**src/rtl/mem_bus_arbiter_if.sv**
```systemverilog
// Signal bundle between the CPU core memory ports, mem_bus_arbiter and the shared memory bus.
// The master modport is the arbiter's view. The slave modport is the view of the core and memory around it.
interface mem_bus_arbiter_if #(
    parameter int ADDR_W = 32,
    parameter int DATA_W = 32
);
    // Core instruction port
    logic [ADDR_W-1:0] instr_mem_addr_i;
    logic              instr_mem_rd_i;
    logic              instr_mem_ready_o;
    logic [DATA_W-1:0] instr_mem_data_o;

    // Core data port
    logic [ADDR_W-1:0] data_mem_addr_i;
    logic [DATA_W-1:0] data_mem_data_i;
    logic              data_mem_rd_i;
    logic              data_mem_wr_i;
    logic              data_mem_ready_o;
    logic [DATA_W-1:0] data_mem_data_o;

    // Shared single-port memory bus
    logic              bus_req_o;
    logic              bus_we_o;
    logic [ADDR_W-1:0] bus_addr_o;
    logic [DATA_W-1:0] bus_wdata_o;
    logic              bus_ack_i;
    logic [DATA_W-1:0] bus_rdata_i;

    logic              err_o;

    modport master (
        input  instr_mem_addr_i,
        input  instr_mem_rd_i,
        output instr_mem_ready_o,
        output instr_mem_data_o,
        input  data_mem_addr_i,
        input  data_mem_data_i,
        input  data_mem_rd_i,
        input  data_mem_wr_i,
        output data_mem_ready_o,
        output data_mem_data_o,
        output bus_req_o,
        output bus_we_o,
        output bus_addr_o,
        output bus_wdata_o,
        input  bus_ack_i,
        input  bus_rdata_i,
        output err_o
    );

    modport slave (
        output instr_mem_addr_i,
        output instr_mem_rd_i,
        input  instr_mem_ready_o,
        input  instr_mem_data_o,
        output data_mem_addr_i,
        output data_mem_data_i,
        output data_mem_rd_i,
        output data_mem_wr_i,
        input  data_mem_ready_o,
        input  data_mem_data_o,
        input  bus_req_o,
        input  bus_we_o,
        input  bus_addr_o,
        input  bus_wdata_o,
        output bus_ack_i,
        output bus_rdata_i,
        input  err_o
    );
endinterface

```
**src/rtl/mem_bus_arbiter.sv**
```systemverilog
// Serves the core's data and instruction ports over one shared bus. Each pipeline step runs as: optional data access, fetch, then one ready pulse.
// An optional ack watchdog substitutes data and raises a sticky error flag when the slave stops responding.
module mem_bus_arbiter #(
    parameter int ADDR_W      = 32,
    parameter int DATA_W      = 32,
    parameter int TIMEOUT_CYC = 256
) (
    input  logic              clk_i,
    input  logic              rst_i,
    mem_bus_arbiter_if.master mem
);

    localparam logic [1:0] ST_IDLE  = 2'd0;
    localparam logic [1:0] ST_DATA  = 2'd1;
    localparam logic [1:0] ST_INSTR = 2'd2;
    localparam logic [1:0] ST_DONE  = 2'd3;

    localparam bit                WD_EN    = (TIMEOUT_CYC > 0);
    localparam int                CNT_W    = WD_EN ? $clog2(TIMEOUT_CYC + 1) : 1;
    localparam logic [CNT_W-1:0]  CNT_LAST = WD_EN ? CNT_W'(TIMEOUT_CYC - 1) : '0;
    localparam logic [DATA_W-1:0] NOP_INSN = DATA_W'(32'h0000_0013);

    logic [1:0]        state_q, state_d;
    logic              req_q, req_d;
    logic              we_q, we_d;
    logic [ADDR_W-1:0] addr_q, addr_d;
    logic [DATA_W-1:0] wdata_q, wdata_d;
    logic [DATA_W-1:0] instr_q, instr_d;
    logic [DATA_W-1:0] load_q, load_d;
    logic              ready_q, ready_d;
    logic              err_q, err_d;
    logic [CNT_W-1:0]  cnt_q, cnt_d;

    logic              ack;
    logic              timeout;
    logic              xfer_done;
    logic [CNT_W-1:0]  cnt_inc;

    // An ack in the terminal-count cycle completes the transfer normally, so ack masks the timeout.
    always_comb begin
        ack       = req_q & mem.bus_ack_i;
        timeout   = WD_EN && req_q && !mem.bus_ack_i && (cnt_q == CNT_LAST);
        xfer_done = ack | timeout;
        cnt_inc   = (WD_EN && !xfer_done) ? cnt_q + CNT_W'(1) : cnt_q;
    end

    always_comb begin
        // NOTE: every next-state signal gets a default first so no path leaves one unassigned (no latches).
        state_d = state_q;
        req_d   = req_q;
        we_d    = we_q;
        addr_d  = addr_q;
        wdata_d = wdata_q;
        instr_d = instr_q;
        load_d  = load_q;
        ready_d = 1'b0;
        err_d   = err_q | timeout;
        cnt_d   = cnt_q;

        unique case (state_q)
            ST_IDLE: begin
                // Both result latches restart at zero, so a latch not written in this step reads 0.
                instr_d = '0;
                load_d  = '0;
                cnt_d   = '0;
                if (mem.data_mem_wr_i) begin
                    state_d = ST_DATA;
                    req_d   = 1'b1;
                    we_d    = 1'b1;
                    addr_d  = mem.data_mem_addr_i;
                    wdata_d = mem.data_mem_data_i;
                end else if (mem.data_mem_rd_i) begin
                    state_d = ST_DATA;
                    req_d   = 1'b1;
                    we_d    = 1'b0;
                    addr_d  = mem.data_mem_addr_i;
                    wdata_d = '0;
                end else if (mem.instr_mem_rd_i) begin
                    state_d = ST_INSTR;
                    req_d   = 1'b1;
                    we_d    = 1'b0;
                    addr_d  = mem.instr_mem_addr_i;
                    wdata_d = '0;
                end else begin
                    state_d = ST_DONE;
                    ready_d = 1'b1;
                end
            end

            ST_DATA: begin
                if (xfer_done) begin
                    if (!we_q) begin
                        load_d = timeout ? '0 : mem.bus_rdata_i;
                    end
                    cnt_d = '0;
                    if (mem.instr_mem_rd_i) begin
                        state_d = ST_INSTR;
                        req_d   = 1'b1;
                        we_d    = 1'b0;
                        addr_d  = mem.instr_mem_addr_i;
                        wdata_d = '0;
                    end else begin
                        state_d = ST_DONE;
                        req_d   = 1'b0;
                        we_d    = 1'b0;
                        addr_d  = '0;
                        wdata_d = '0;
                        ready_d = 1'b1;
                    end
                end else begin
                    cnt_d = cnt_inc;
                end
            end

            ST_INSTR: begin
                if (xfer_done) begin
                    instr_d = timeout ? NOP_INSN : mem.bus_rdata_i;
                    state_d = ST_DONE;
                    req_d   = 1'b0;
                    we_d    = 1'b0;
                    addr_d  = '0;
                    wdata_d = '0;
                    ready_d = 1'b1;
                end else begin
                    cnt_d = cnt_inc;
                end
            end

            ST_DONE: begin
                state_d = ST_IDLE;
            end

            default: begin
                state_d = ST_IDLE;
                req_d   = 1'b0;
                we_d    = 1'b0;
                addr_d  = '0;
                wdata_d = '0;
            end
        endcase
    end

    always_ff @(posedge clk_i) begin
        if (!rst_i) begin
            state_q <= ST_IDLE;
            req_q   <= 1'b0;
            we_q    <= 1'b0;
            addr_q  <= '0;
            wdata_q <= '0;
            instr_q <= '0;
            load_q  <= '0;
            ready_q <= 1'b0;
            err_q   <= 1'b0;
            cnt_q   <= '0;
        end else begin
            state_q <= state_d;
            req_q   <= req_d;
            we_q    <= we_d;
            addr_q  <= addr_d;
            wdata_q <= wdata_d;
            instr_q <= instr_d;
            load_q  <= load_d;
            ready_q <= ready_d;
            err_q   <= err_d;
            cnt_q   <= cnt_d;
        end
    end

    // Both readies come from one flop: the core derives instr_mem_rd from data_mem_ready.
    assign mem.instr_mem_ready_o = ready_q;
    assign mem.data_mem_ready_o  = ready_q;
    assign mem.instr_mem_data_o  = instr_q;
    assign mem.data_mem_data_o   = load_q;
    assign mem.bus_req_o         = req_q;
    assign mem.bus_we_o          = we_q;
    assign mem.bus_addr_o        = addr_q;
    assign mem.bus_wdata_o       = wdata_q;
    assign mem.err_o             = err_q;

endmodule
```
**src/flat_wrapper.sv**
```systemverilog
// flat-port wrapper written by rule: the top's interface ports become plain ports
module mem_bus_arbiter_flat 
#(
    parameter int ADDR_W      = 32,
    parameter int DATA_W      = 32,
    parameter int TIMEOUT_CYC = 256
)
  (clk_i, rst_i, mem_instr_mem_addr_i, mem_instr_mem_rd_i, mem_instr_mem_ready_o, mem_instr_mem_data_o, mem_data_mem_addr_i, mem_data_mem_data_i, mem_data_mem_rd_i, mem_data_mem_wr_i, mem_data_mem_ready_o, mem_data_mem_data_o, mem_bus_req_o, mem_bus_we_o, mem_bus_addr_o, mem_bus_wdata_o, mem_bus_ack_i, mem_bus_rdata_i, mem_err_o);
  mem_bus_arbiter_if #(.ADDR_W(ADDR_W), .DATA_W(DATA_W)) mem_i ();
  input  logic clk_i;
  input  logic rst_i;
  input wire logic [$bits(mem_i.instr_mem_addr_i)-1:0] mem_instr_mem_addr_i;
  input wire logic [$bits(mem_i.instr_mem_rd_i)-1:0] mem_instr_mem_rd_i;
  output wire logic [$bits(mem_i.instr_mem_ready_o)-1:0] mem_instr_mem_ready_o;
  output wire logic [$bits(mem_i.instr_mem_data_o)-1:0] mem_instr_mem_data_o;
  input wire logic [$bits(mem_i.data_mem_addr_i)-1:0] mem_data_mem_addr_i;
  input wire logic [$bits(mem_i.data_mem_data_i)-1:0] mem_data_mem_data_i;
  input wire logic [$bits(mem_i.data_mem_rd_i)-1:0] mem_data_mem_rd_i;
  input wire logic [$bits(mem_i.data_mem_wr_i)-1:0] mem_data_mem_wr_i;
  output wire logic [$bits(mem_i.data_mem_ready_o)-1:0] mem_data_mem_ready_o;
  output wire logic [$bits(mem_i.data_mem_data_o)-1:0] mem_data_mem_data_o;
  output wire logic [$bits(mem_i.bus_req_o)-1:0] mem_bus_req_o;
  output wire logic [$bits(mem_i.bus_we_o)-1:0] mem_bus_we_o;
  output wire logic [$bits(mem_i.bus_addr_o)-1:0] mem_bus_addr_o;
  output wire logic [$bits(mem_i.bus_wdata_o)-1:0] mem_bus_wdata_o;
  input wire logic [$bits(mem_i.bus_ack_i)-1:0] mem_bus_ack_i;
  input wire logic [$bits(mem_i.bus_rdata_i)-1:0] mem_bus_rdata_i;
  output wire logic [$bits(mem_i.err_o)-1:0] mem_err_o;
  assign mem_i.instr_mem_addr_i = mem_instr_mem_addr_i;
  assign mem_i.instr_mem_rd_i = mem_instr_mem_rd_i;
  assign mem_instr_mem_ready_o = mem_i.instr_mem_ready_o;
  assign mem_instr_mem_data_o = mem_i.instr_mem_data_o;
  assign mem_i.data_mem_addr_i = mem_data_mem_addr_i;
  assign mem_i.data_mem_data_i = mem_data_mem_data_i;
  assign mem_i.data_mem_rd_i = mem_data_mem_rd_i;
  assign mem_i.data_mem_wr_i = mem_data_mem_wr_i;
  assign mem_data_mem_ready_o = mem_i.data_mem_ready_o;
  assign mem_data_mem_data_o = mem_i.data_mem_data_o;
  assign mem_bus_req_o = mem_i.bus_req_o;
  assign mem_bus_we_o = mem_i.bus_we_o;
  assign mem_bus_addr_o = mem_i.bus_addr_o;
  assign mem_bus_wdata_o = mem_i.bus_wdata_o;
  assign mem_i.bus_ack_i = mem_bus_ack_i;
  assign mem_i.bus_rdata_i = mem_bus_rdata_i;
  assign mem_err_o = mem_i.err_o;
  mem_bus_arbiter #(.ADDR_W(ADDR_W), .DATA_W(DATA_W), .TIMEOUT_CYC(TIMEOUT_CYC)) u_core (.clk_i(clk_i), .rst_i(rst_i), .mem(mem_i));
endmodule
```
**config.mk**
```make
export PLATFORM = sky130hd
export DESIGN_NAME = mem_bus_arbiter_flat
export DESIGN_NICKNAME = d
export VERILOG_FILES = /design/src/rtl/mem_bus_arbiter_if.sv /design/src/rtl/mem_bus_arbiter.sv /design/src/flat_wrapper.sv
export SDC_FILE = /design/constraint.sdc
export NUM_CORES = 1
export LEC_CHECK = 0
export ABC_AREA = 1
export CELL_PAD_IN_SITES_DETAIL_PLACEMENT = 1
export CELL_PAD_IN_SITES_GLOBAL_PLACEMENT = 1
export CORE_ASPECT_RATIO = 0.7
export CORE_MARGIN = 5
export CORE_UTILIZATION = 30
export CTS_BUF_LIST = sky130_fd_sc_hd__clkbuf_4 sky130_fd_sc_hd__clkbuf_8 sky130_fd_sc_hd__clkbuf_16
export CTS_CLUSTER_DIAMETER = 150
export CTS_CLUSTER_SIZE = 14
export DETAILED_ROUTE_END_ITERATION = 12
export HOLD_SLACK_MARGIN = 0.12
export PLACE_DENSITY_LB_ADDON = 0.1
export SKIP_LAST_GASP = 1
export SLEW_MARGIN = 10
export SYNTH_ARGS = -nofsm -noshare
export SYNTH_HDL_FRONTEND = slang
export SYNTH_SLANG_ARGS = --single-unit
```
**constraint.sdc**
```tcl
create_clock -name clk_i -period 2.44 [get_ports clk_i]
set_input_delay 0.488 -clock clk_i [delete_from_list [all_inputs] [get_ports clk_i]]
set_output_delay 0.488 -clock clk_i [all_outputs]
set_load 0.05 [all_outputs]
```
==> run notes <==
Synthesis and PnR results.

- The synthesis-to-finish area growth is 52.93%.
- The worst min-delay path category is reg2reg.
- The clock network fraction of design power is 0.198.
- The iteration count of the initial detailed-routing pass is 5.
- The worst slew margin relative to its limit is 0.5917.
- The internal portion of the total power is 6.393 mW.
- The highest net fanout along the worst path reads 6.
- The number of I/O pins reads 267.
- The area of the mapped netlist is 0.006645 mm^2.
- The kind of start point of the critical path reads a flip-flop.
- Setup repair after global routing left no endpoint under its margin.
- The arrival time at the worst endpoint reads 1.82 ns.
- The total grt overflow is 0.
- The number of nets in the layout reads 1354.
- The critical path in this run is classified as reg2out.
- The count of cells along the worst register-to-register path is 11.
- The number of cells on the critical path reads 1.
- The share of total power dissipated in combinational logic is 0.547.
- The total die size is 0.02527 mm^2.
- The number of placed instances, taps included reads 1475.
- Across the routed clock network, the largest skew measured is 0.01187 ns.
- The data required time reported for the critical path is 1.95 ns.
- The total inserted antenna cells reads 0.
- For reference, the post-synthesis area per instance comes to 6.816 um^2.
- Per STA, the worst path accumulates the most delay in the family buffers and inverters.
- Looking at the critical path, the single cell with the biggest stage delay is clkdlybuf4s50_1.
- The cell sequence reported for the critical path is clkdlybuf4s50_1.
- The width of the chip is 187.9 um.
- Summed over all cells, the static leakage comes to 3.922 nW.
- The flow ran to the end, and the final reports show no timing, DRC or antenna violations.
- Counting I/O delays and the setup requirement, the final critical path takes 2.310 ns.
- The initial antenna violation count is 0.
- The count of vias placed by the detailed router reads 7292.
- The wire length of the first global-routing pass reads 40020 um.
- After clock tree synthesis, the setup repair step added 0 buffers.
- The library cells used most frequently in the layout, excluding fill and tap cells, are clkdlybuf4s50_1 (265), nand2_1 (190), nor2_1 (170).
- The post-cts hold buffer count reads 0.
- Per the final layout report, the fraction of cells sized above drive strength 1 comes to 0.06601.
- The cell at the root of the clock tree is clkbuf_16.
- The net count of the mapped netlist reads 1115.
- The analysis reports a worst IR drop on VDD of 0.7012 mV.
- The DRC violation total after the first TritonRoute iteration reads 299.
- Per the Yosys statistics, synthesis produced 975 cells.
- According to the floorplan report, the placeable core area is 0.02173 mm^2.
- The power per cell area reads 1239 mW/mm^2.
- The number of design rule violations left after detail routing reads 0.
- For this sky-water flow run, the detailed-routed wirelength per cell is reported as 17.38 um.
- Switching power as a fraction of the total was reported as 0.4924.
- The dominant logic cell type in the layout reads clkdlybuf4s50_1.
- The count of final setup violators reads 0.
- The routed via count divided by cell count reads 4.832.
- The tally of OpenROAD warnings is 29.
- The detail route stage leaves a number of antenna-violating nets equal to 0.
- The hold violation count in the final report reads 0.
- The overall die height reads 134.5 um.
- The total buffers and inverters traversed by the critical path reads 1.
- In this run the maximum-capacitance check reported violations numbering 0.
- The setup TNS reads 0 ns.
- The placed wire-length estimate after detailed placement is 17910 um.
- The total number of yosys warnings is 0.
- The clock-pin slew of the registers on the worst-case setup and hold paths reads 0.07 ns.
- The post-synthesis instance total reads 975.
- Max-slew check failures listed in the final report amount to 0.
- The largest stage delay on the critical path reads 0.89 ns.
- The maximum level of the CTS H-tree reads 4.
- The switching component of the power was reported as 6.201 mW.
- Of the synthesized area, sequential elements account for 0.4308.
- The count of state elements after synthesis is 143.
- Counting the buffers created by CTS gives 17.
- At the pin with the least slew margin, the transition time is 0.6105 ns.
- Once layout is complete, the cells apart from fillers number 1509.
- The TritonCTS clock tree is yes.
- The number of buffers on the longest clock path reads 2.
- The hold path depth reads 2.
- The final weighted congestion in routability-driven placement is 0.7616.
- The clock latency on the worst-skew pair is 0.42 ns.
- Yosys mapped the design onto 28 distinct sky130hd cell types.
- The maximum number of pins on one net before global-route repair is 65.
- The worst setup path is captured at a primary output.
- The final wirelength reads 26220 um.
- Final hold analysis gives a worst-case slack of 0.4626 ns.
- The number of global-route vias before repair reads 7142.
- The clock drives 143 sinks.
- The portion of the clock cycle consumed by the worst path in the final layout reads 0.9468.
- The upper clock frequency limit reads 0.4329 GHz.
- The combined global-route utilization of all metal layers reads 0.1959.
- The share of power burned in registers is 0.254.
- The chip area estimate from yosys synthesis reads 0.006645 mm^2.
- The buffer_ports step reported a buffer count of 266.
- The floorplan step records an initial core utilization of 0.3058.
-- flip-flops by register name, indices dropped and copies added (netlist names) --
name and cells:
u_core.cnt_q 9, u_core.mem.bus_addr_o 32, u_core.mem.bus_req_o 1, u_core.mem.bus_wdata_o 32
u_core.mem.bus_we_o 1, u_core.mem.data_mem_data_o 32, u_core.mem.data_mem_ready_o 1, u_core.mem.err_o 1
u_core.mem.instr_mem_data_o 32, u_core.state_q 2
-- power by group through the flow --
stage               combinational (mW)  sequential [mW]  clock [mW]
floorplan                         2.91             4.94           0
global placement                  6.66             3.24           0
detailed placement                6.76             3.25           0
CTS                               6.81             3.20        2.57
global route                      7.47             3.27        2.67
finish                            6.89             3.20        2.50
-- worst paths after layout --
path | startpoint | to | slack (ns)
setup / recovery | u_core.mem.bus_req_o$_SDFFE_PN0P_ | mem_bus_req_o | 0.13
hold / removal | u_core.mem.instr_mem_data_o[0]$_SDFFE_PN0P_ | u_core.mem.instr_mem_data_o[0]$_SDFFE_PN0P_ | 0.46
setup reg to reg | u_core.cnt_q[0]$_SDFFE_PN0P_ | u_core.mem.bus_addr_o[11]$_SDFFE_PN0P_ | 0.26
hold reg to reg | u_core.mem.instr_mem_data_o[0]$_SDFFE_PN0P_ | u_core.mem.instr_mem_data_o[0]$_SDFFE_PN0P_ | 0.46
-- synthesized netlist by cell type, drive strengths merged --
| cell type | number | area, um^2 |
|---|---|---|
| a31oi | 4 | 25.02 |
| xnor2 | 1 | 8.760 |
| nand4 | 2 | 12.51 |
| nand3 | 101 | 505.5 |
| nor2 | 175 | 696.9 |
| inv | 60 | 225.2 |
| buf | 43 | 270.3 |
| nor3 | 34 | 170.2 |
| dfxtp | 143 | 2863 |
| o21ai | 109 | 549.3 |
| clkbuf | 30 | 115.1 |
| a21oi | 69 | 345.3 |
| o21a | 1 | 7.510 |
| o21bai | 2 | 15.01 |
| ha | 6 | 75.07 |
| nand2 | 195 | 760.7 |
-- repair_timing --
| action | in CTS | in global routing |
|---|---|---|
| endpoints found under the setup margin | 0 | 85 |
| gates resized | 0 | 10 |
| endpoints found under the hold margin | 0 | 0 |
-- stage by stage --
step / worst slack [ns] / power (mW) / area [um^2]
4_1_cts: 0.08440 / 12.58 / 10100
5_1_grt: 0.03653 / 13.40 / 10160
3_3_place_gp: 0.1764 / 9.897 / 9540
3_5_place_dp: 0.1214 / 10.01 / 9540
6_report: 0.1298 / 12.59 / 10160
2_1_floorplan: 0.4890 / 7.846 / 6645
-- final cells by class --
cell class,count,area [um^2]
sequential,143,2863
fill,2689,11570
timing repair buffer,291,2924
clock buffer,18,432.9
clock inverter,14,122.6
inverter,60,227.7
multi-input combinational,701,3239
tap,282,352.8
-- cells by family (layout without fill, tap and decap cells) --
logic type      count (synthesis)  after routing  synth area share
fa+ha+maj                       6              6           0.01130
simple gates                  507            509            0.3229
flops                         143            143            0.4308
xor+xnor                        1              1          0.001318
compound gates                185            185            0.1418
buf+inv                       133            383           0.09189
-- per-layer routing --
layer	part of all wire	vias up	GRT usage
met1	0.48	3453	0.2706
met4	0.0084	0	0.03912
li1	-	3638	-
met2	0.44	185	0.3018
met3	0.068	16	0.06434
met5	0	-	0
Figure 1. Cells coloured by class.
(2 px per um)
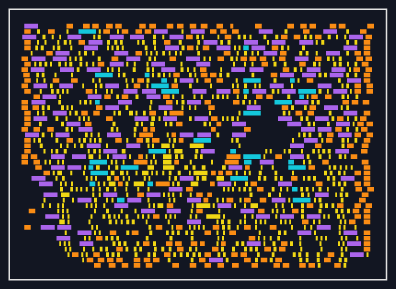
remaining buffers and delay cells: shown in orange, cells 291, share of their area 30%. clock drivers and dummy loads: shown in cyan, cells 32, share of their area 5.7%. registers: shown in purple, cells 143, share of their area 29%. remaining logic cells: shown in yellow, cells 761, share of their area 35%.
sequential share of cell area: 0.2817
fraction of the core area covered by cells at the end of the flow: 0.4676
summed area of non-filler cells in the final layout: 0.01016 mm^2
cell row count: 45

Figure 2. Cell sizes after repair.
(2 px per um)
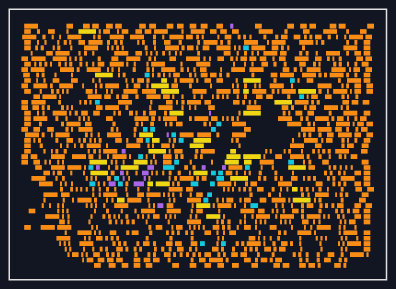
x3 and x4: shown in cyan, cells 31, share 2.5%, most used buf_4. x1 and smaller: shown in orange, cells 1146, share 93%, most used clkdlybuf4s50_1. x2: shown in purple, cells 15, share 1.2%, most used inv_2. x6 and larger: shown in yellow, cells 35, share 2.9%, most used clkbuf_16.
final setup margin: 0.1298 ns
Plain + repair buffers: 291

Power figures rest on the tool's default switching activity, not on a simulated workload.
